## src/rtl/uart_rx_fifo.sv

```systemverilog
// uart_rx_fifo: oversampling UART receiver with a status-tagged show-ahead receive FIFO.
//
// Every frame (good, bad or break) is pushed as {BRK, FRM, PAR, data}.
// Ports:
//   CLK, RST          system clock, synchronous active-high reset
//   RX_IN             asynchronous serial line, idle high
//   prescale          oversampling ratio (8..32, even), latched at start of frame
//   PAR_EN, PAR_TYP   parity present / odd parity, latched at start of frame
//   STOP2             two stop bits, latched at start of frame
//   RD_EN             pop the FIFO head (ignored while empty)
//   CLR_OVR           clear the sticky OVERRUN flag
//   P_DATA            head entry data (last popped value while empty)
//   PAR_ERR, STP_ERR  head entry parity / framing error
//   BRK_DET           head entry is a break
//   data_valid        FIFO not empty
//   OVERRUN           sticky: a completed frame was dropped on a full FIFO
module uart_rx_fifo #(
    parameter int unsigned DATA_WIDTH = 8,
    parameter int unsigned FIFO_DEPTH = 4
) (
    input  logic                  CLK,
    input  logic                  RST,
    input  logic                  RX_IN,
    input  logic [5:0]            prescale,
    input  logic                  PAR_EN,
    input  logic                  PAR_TYP,
    input  logic                  STOP2,
    input  logic                  RD_EN,
    input  logic                  CLR_OVR,
    output logic [DATA_WIDTH-1:0] P_DATA,
    output logic                  PAR_ERR,
    output logic                  STP_ERR,
    output logic                  BRK_DET,
    output logic                  data_valid,
    output logic                  OVERRUN
);

    localparam int unsigned PW = $clog2(FIFO_DEPTH);
    localparam int unsigned CW = PW + 1;
    localparam int unsigned EW = DATA_WIDTH + 3;

    typedef enum logic [2:0] {
        StIdle,
        StStart,
        StData,
        StParity,
        StStop,
        StStop2,
        StBrkWait
    } state_t;

    // ------------------------------------------------------------------
    // Synchroniser
    // ------------------------------------------------------------------
    logic sync_q;
    logic rxs;

    always_ff @(posedge CLK) begin
        if (RST) begin
            sync_q <= 1'b1;
            rxs    <= 1'b1;
        end else begin
            sync_q <= RX_IN;
            rxs    <= sync_q;
        end
    end

    // ------------------------------------------------------------------
    // Receive FSM
    // ------------------------------------------------------------------
    state_t                state;
    logic [5:0]            cfg_p;
    logic                  cfg_par_en;
    logic                  cfg_par_typ;
    logic                  cfg_stop2;
    logic [5:0]            cnt;
    logic [3:0]            bit_idx;
    logic                  s0;
    logic                  s1;
    logic                  bit_q;
    logic [DATA_WIDTH-1:0] data_q;
    logic                  pbit_q;
    logic                  par_err_q;
    logic                  frm_err_q;
    logic                  brk_q;

    logic [5:0] half;
    logic [5:0] last;
    logic       bit_end;
    logic       brk_now;

    assign half    = {1'b0, cfg_p[5:1]};
    assign last    = cfg_p - 6'd1;
    assign bit_end = (cnt == last);
    // Break signature as seen while the first stop bit is being closed out.
    assign brk_now = (data_q == '0) && !pbit_q && !bit_q;

    always_ff @(posedge CLK) begin
        if (RST) begin
            state       <= StIdle;
            cfg_p       <= 6'd8;
            cfg_par_en  <= 1'b0;
            cfg_par_typ <= 1'b0;
            cfg_stop2   <= 1'b0;
            cnt         <= '0;
            bit_idx     <= '0;
            s0          <= 1'b1;
            s1          <= 1'b1;
            bit_q       <= 1'b1;
            data_q      <= '0;
            pbit_q      <= 1'b0;
            par_err_q   <= 1'b0;
            frm_err_q   <= 1'b0;
            brk_q       <= 1'b0;
        end else begin
            // Bit timing and 3-sample majority vote around the bit centre.
            if (state != StIdle && state != StBrkWait) begin
                if (cnt == half - 6'd1) s0 <= rxs;
                if (cnt == half)        s1 <= rxs;
                if (cnt == half + 6'd1) bit_q <= (s0 & s1) | (s0 & rxs) | (s1 & rxs);
                cnt <= bit_end ? 6'd0 : cnt + 6'd1;
            end

            case (state)
                StIdle: begin
                    if (!rxs) begin
                        state       <= StStart;
                        cnt         <= '0;
                        cfg_p       <= prescale;
                        cfg_par_en  <= PAR_EN;
                        cfg_par_typ <= PAR_TYP;
                        cfg_stop2   <= STOP2;
                        bit_idx     <= '0;
                        pbit_q      <= 1'b0;
                        par_err_q   <= 1'b0;
                        frm_err_q   <= 1'b0;
                        brk_q       <= 1'b0;
                    end
                end
                StStart: begin
                    if (bit_end) state <= bit_q ? StIdle : StData;
                end
                StData: begin
                    if (bit_end) begin
                        data_q  <= {bit_q, data_q[DATA_WIDTH-1:1]};
                        bit_idx <= bit_idx + 4'd1;
                        if (bit_idx == 4'(DATA_WIDTH - 1)) begin
                            state <= cfg_par_en ? StParity : StStop;
                        end
                    end
                end
                StParity: begin
                    if (bit_end) begin
                        pbit_q    <= bit_q;
                        par_err_q <= ((^data_q) ^ bit_q) != cfg_par_typ;
                        state     <= StStop;
                    end
                end
                StStop: begin
                    if (bit_end) begin
                        frm_err_q <= ~bit_q;
                        brk_q     <= brk_now;
                        if (cfg_stop2) state <= StStop2;
                        else           state <= brk_now ? StBrkWait : StIdle;
                    end
                end
                StStop2: begin
                    if (bit_end) state <= brk_q ? StBrkWait : StIdle;
                end
                StBrkWait: begin
                    if (rxs) state <= StIdle;
                end
                default: state <= StIdle;
            endcase
        end
    end

    // Frame completion strobe, on the closing edge of the final stop bit.
    logic          push;
    logic [EW-1:0] push_entry;

    always_comb begin
        push       = 1'b0;
        push_entry = '0;
        if (bit_end && state == StStop && !cfg_stop2) begin
            push       = 1'b1;
            push_entry = {brk_now, ~bit_q, par_err_q, data_q};
        end else if (bit_end && state == StStop2) begin
            push       = 1'b1;
            push_entry = {brk_q, frm_err_q | ~bit_q, par_err_q, data_q};
        end
    end

    // ------------------------------------------------------------------
    // Show-ahead receive FIFO
    // ------------------------------------------------------------------
    logic [EW-1:0] mem [FIFO_DEPTH];
    logic [PW-1:0] rd_ptr;
    logic [PW-1:0] wr_ptr;
    logic [CW-1:0] count;
    logic [EW-1:0] last_q;
    logic          ovr_q;

    logic full;
    logic empty;
    logic pop;
    logic do_push;
    logic drop;

    assign full    = (count == CW'(FIFO_DEPTH));
    assign empty   = (count == '0);
    assign pop     = RD_EN && !empty;
    // A pop in the same cycle frees the slot the push needs.
    assign do_push = push && (!full || pop);
    assign drop    = push && full && !pop;

    always_ff @(posedge CLK) begin
        if (!RST && do_push) mem[wr_ptr] <= push_entry;
    end

    always_ff @(posedge CLK) begin
        if (RST) begin
            rd_ptr <= '0;
            wr_ptr <= '0;
            count  <= '0;
            last_q <= '0;
            ovr_q  <= 1'b0;
        end else begin
            if (do_push) wr_ptr <= wr_ptr + PW'(1);
            if (pop) begin
                rd_ptr <= rd_ptr + PW'(1);
                last_q <= mem[rd_ptr];
            end
            case ({do_push, pop})
                2'b10:   count <= count + CW'(1);
                2'b01:   count <= count - CW'(1);
                default: count <= count;
            endcase
            if (drop)         ovr_q <= 1'b1;
            else if (CLR_OVR) ovr_q <= 1'b0;
        end
    end

    logic [EW-1:0] head;
    assign head = empty ? last_q : mem[rd_ptr];

    assign P_DATA     = head[DATA_WIDTH-1:0];
    assign PAR_ERR    = head[DATA_WIDTH];
    assign STP_ERR    = head[DATA_WIDTH+1];
    assign BRK_DET    = head[DATA_WIDTH+2];
    assign data_valid = !empty;
    assign OVERRUN    = ovr_q;

endmodule

```

## config.mk

```make
export PLATFORM = sky130hd
export DESIGN_NAME = uart_rx_fifo
export DESIGN_NICKNAME = d
export VERILOG_FILES = /design/src/rtl/uart_rx_fifo.sv
export SDC_FILE = /design/constraint.sdc
export NUM_CORES = 1
export LEC_CHECK = 0
export CAP_MARGIN = 20
export CORE_MARGIN = 2
export CORE_UTILIZATION = 30
export DETAILED_ROUTE_END_ITERATION = 16
export MAX_ROUTING_LAYER = met4
export PLACE_DENSITY = 0.49
export REMOVE_ABC_BUFFERS = 1
export SYNTH_ARGS = -nofsm -noshare
export SYNTH_HDL_FRONTEND = slang
export SYNTH_SLANG_ARGS = --single-unit
```

## constraint.sdc

```tcl
create_clock -name CLK -period 10.49 [get_ports CLK]
set_clock_uncertainty 0.2 [all_clocks]
set_input_delay 1.5735 -clock CLK [delete_from_list [all_inputs] [get_ports CLK]]
set_output_delay 1.5735 -clock CLK [all_outputs]
set_load 0.03 [all_outputs]
```

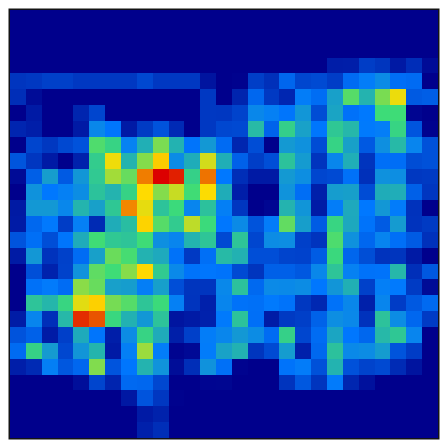
(wiring heat map)
27 x 27 tiles, from dark blue (low) to red (high), scaled to the fullest tile. Values are wire area over tile area, all layers added.
fullest tile: 0.51
nearly empty tiles: 33%
emptiest ninth of the die: upper left
tiles over half the peak: 6.4%
mean over tiles: 0.093

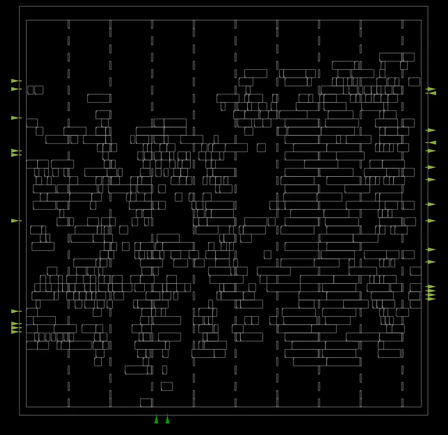
(placed standard cells)
Final Non-Filler Cells: 739
fraction of area in registers: 0.4272
Post-Route Utilization: 0.3535

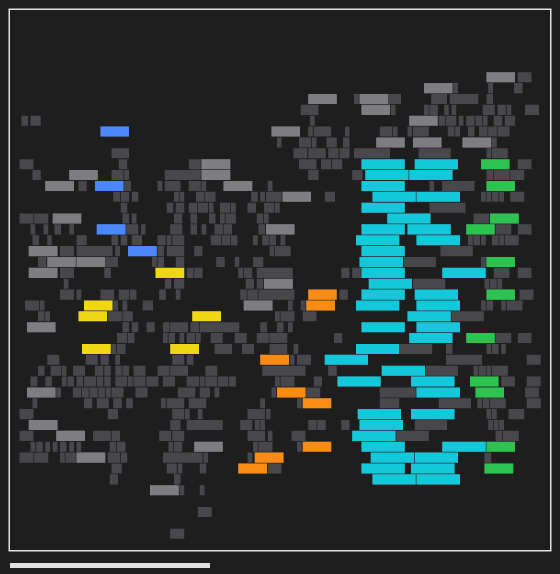
(register map, names as in the netlist)
Bar = 50 um. Other sequential cells in the stronger gray, the rest of the logic in the fainter gray.
legend:
  mem:
    color: cyan
    placed_flops: 44
  data_q:
    color: orange
    placed_flops: 8
  bit_idx:
    color: blue
    placed_flops: 4
  cnt:
    color: yellow
    placed_flops: 6
    where: middle left
  last_q:
    color: green
    placed_flops: 11
not colored: 31

-- routing by layer --
layer  vias up  GRT usage  part of all wire
met3        14    0.03217             0.045
li1       1822          -                 -
met4         0    0.04861             0.017
met2        76     0.2090              0.48
met5         -          -                 0
met1      1741     0.1636              0.46
-- registers in the layout, summed over array words and instances (netlist names), 2 cells and up, named ones only --
register	cells
data_q	8
wr_ptr	2
count	3
bit_idx	4
last_q	11
state	3
mem	44
rd_ptr	2
cfg_p	6
cnt	6
-- final cells by class --
class,count,area [um2]
sequential,104,2522
inverter,23,86.33
clock buffer,11,242.7
fill,1668,10800
timing repair buffer,33,307.8
tap,220,275.3
multi-input combinational,343,2407
clock inverter,5,62.56
-- critical path, delay by kind of cell, from the launching register on --
kind	cells	cell delay, ps
DFF	1	790
buffers and inverters	1	590
muxes	2	900
==> qor.csv <==
metric;value;unit
DR iter-0 viols;222;
Commonest flop;dfxtp_1;
Avg WL per Cell;14.74;um
R2R Path End;count[1];
Dominant cell area share;0.2561;
Die Y;135.2;um
area leader, netlist;edfxtp_1;
most frequent cells in the layout;nand2_1 (64), dfxtp_1 (60), edfxtp_1 (44);
Min Hold Slack;211.0;ps
Max-Cap Viols;0;
PostCTS Resize Cnt;0;
number of enable flip-flop cells;44;
Int Power;0.7176;mW
layout net count;543;
Setup CP Type;flop to output port;
critical path arrival;2630;ps
layout cells sized above 1;0.1098;
Worst Path Max Fanout;11;
die area;18270;um2
IO Count;27;
top-count cell post-synth;nand2_1;
core area;16700;um2
worst skew pair latency;350;ps
total power;1.027;mW
Clk pin slew, worst setup/hold paths;70;ps
simple share;0.1683;
xor/xnor share;0.03904;
Register-to-Register Setup Slack;6730;ps
vias in the first global route;3499;
Final Hold Fails;0;
mux frac, synth;0.1021;
R2R cell count;10;
CTS tree;built;
crit end category;output port;
largest net degree at the start of global routing;60;
yosys aoi share;0.1161;
CP peak stage delay;790;ps
commonest cells in the synthesized netlist;nand2_1 (64), dfxtp_1 (60), edfxtp_1 (44);
Port Buffer Count;26;
initial antenna violation count;0;
Min-Delay Endpoint;rxs;
syn_area_per_cell;10.28;um2
Synth warnings;0;
first-pass GRT wire length;18240;um
placement-stage worst setup slack;6415;ps
CTS sink cnt;104;
cells after synthesis;502;
cell area after layout;5904;um2
Critical Path Sink;P_DATA[4];
Synth async-reset ratio;0;
synth unique cells;57;
Final GP Congestion;0.8143;
VDD IR-drop max;91.81;uV
Worst EP required;8720;ps
Hold Startpoint;sync_q;
GRT overflow;0;
worst slew pin tran;918.1;ps
Max Freq;0.2271;GHz
Sw Share;0.3013;
Tcrit/Tclk final;0.4197;
Slew headroom;0.3793;
post-route ant nets;0;
Setup Viol. Count Final;0;
Max power group;registers;
Die X;135.2;um
Syn-to-layout area delta;14.43;%
setup bufs post-CTS;0;
Worst path slowest cell;dfxtp_1;
Final WS setup;6087;ps
fin crit period;4403;ps
DRC Markers;0;
DP HPWL;7515;um
worst min path class;flop to flop;
clock power share;0.337;
Post-CTS Hold Fix Bufs;0;
vias post-DR;3653;
Hold Path Cell Cnt;1;
ant diodes;0;
Std-Cell Rows;47;
TritonRoute pass-1 iters;4;
Top area cell types;edfxtp_1 (26%), dfxtp_1 (23%), mux4_2 (4.8%);
outcome;finished clean;
ys cells;502;
crit path cell chain;mux4_2, mux2_2, clkdlybuf4s50_1;
unrepaired setup endpoints after global routing;no;
Adder-Cell Fraction of Synth Area;0.03977;
Leak;2.173;nW
Placed Area;5599;um2
P_seq;0.474;mW
FF-to-FF Start;cfg_p[2];
combinational share of power;0.202;
Main logic family;simple AND/OR/NAND/NOR gates;
Post-Syn Area;5160;um2
Slew Viols, Final;0;
H-tree Lvls;3;
combinational power;0.208;mW
Post-synth seq share;0.4888;
chip area line of the yosys report;5160;um2
most common logic cell in the routed design;nand2_1;
drt total wl;10890;um
setup_tns;0;ps
Max Root-Sink Buffers;2;
clock network power;0.346;mW
Initial Utilization;0.3090;
Root Buffer;clkbuf_16;
number of cells after detailed placement;723;
gr usage total;0.1316;
Vias/cell;4.943;
sequential share of power;0.461;
startpoint type of the worst setup path;flop;
tool warnings;30;
Pwr per Cell Area;173.9;nW/um2
Synth Register Bits;104;
Net Sw Power;0.3094;mW
total CTS buffers;9;
Power is estimated from default activity; no workload was simulated.
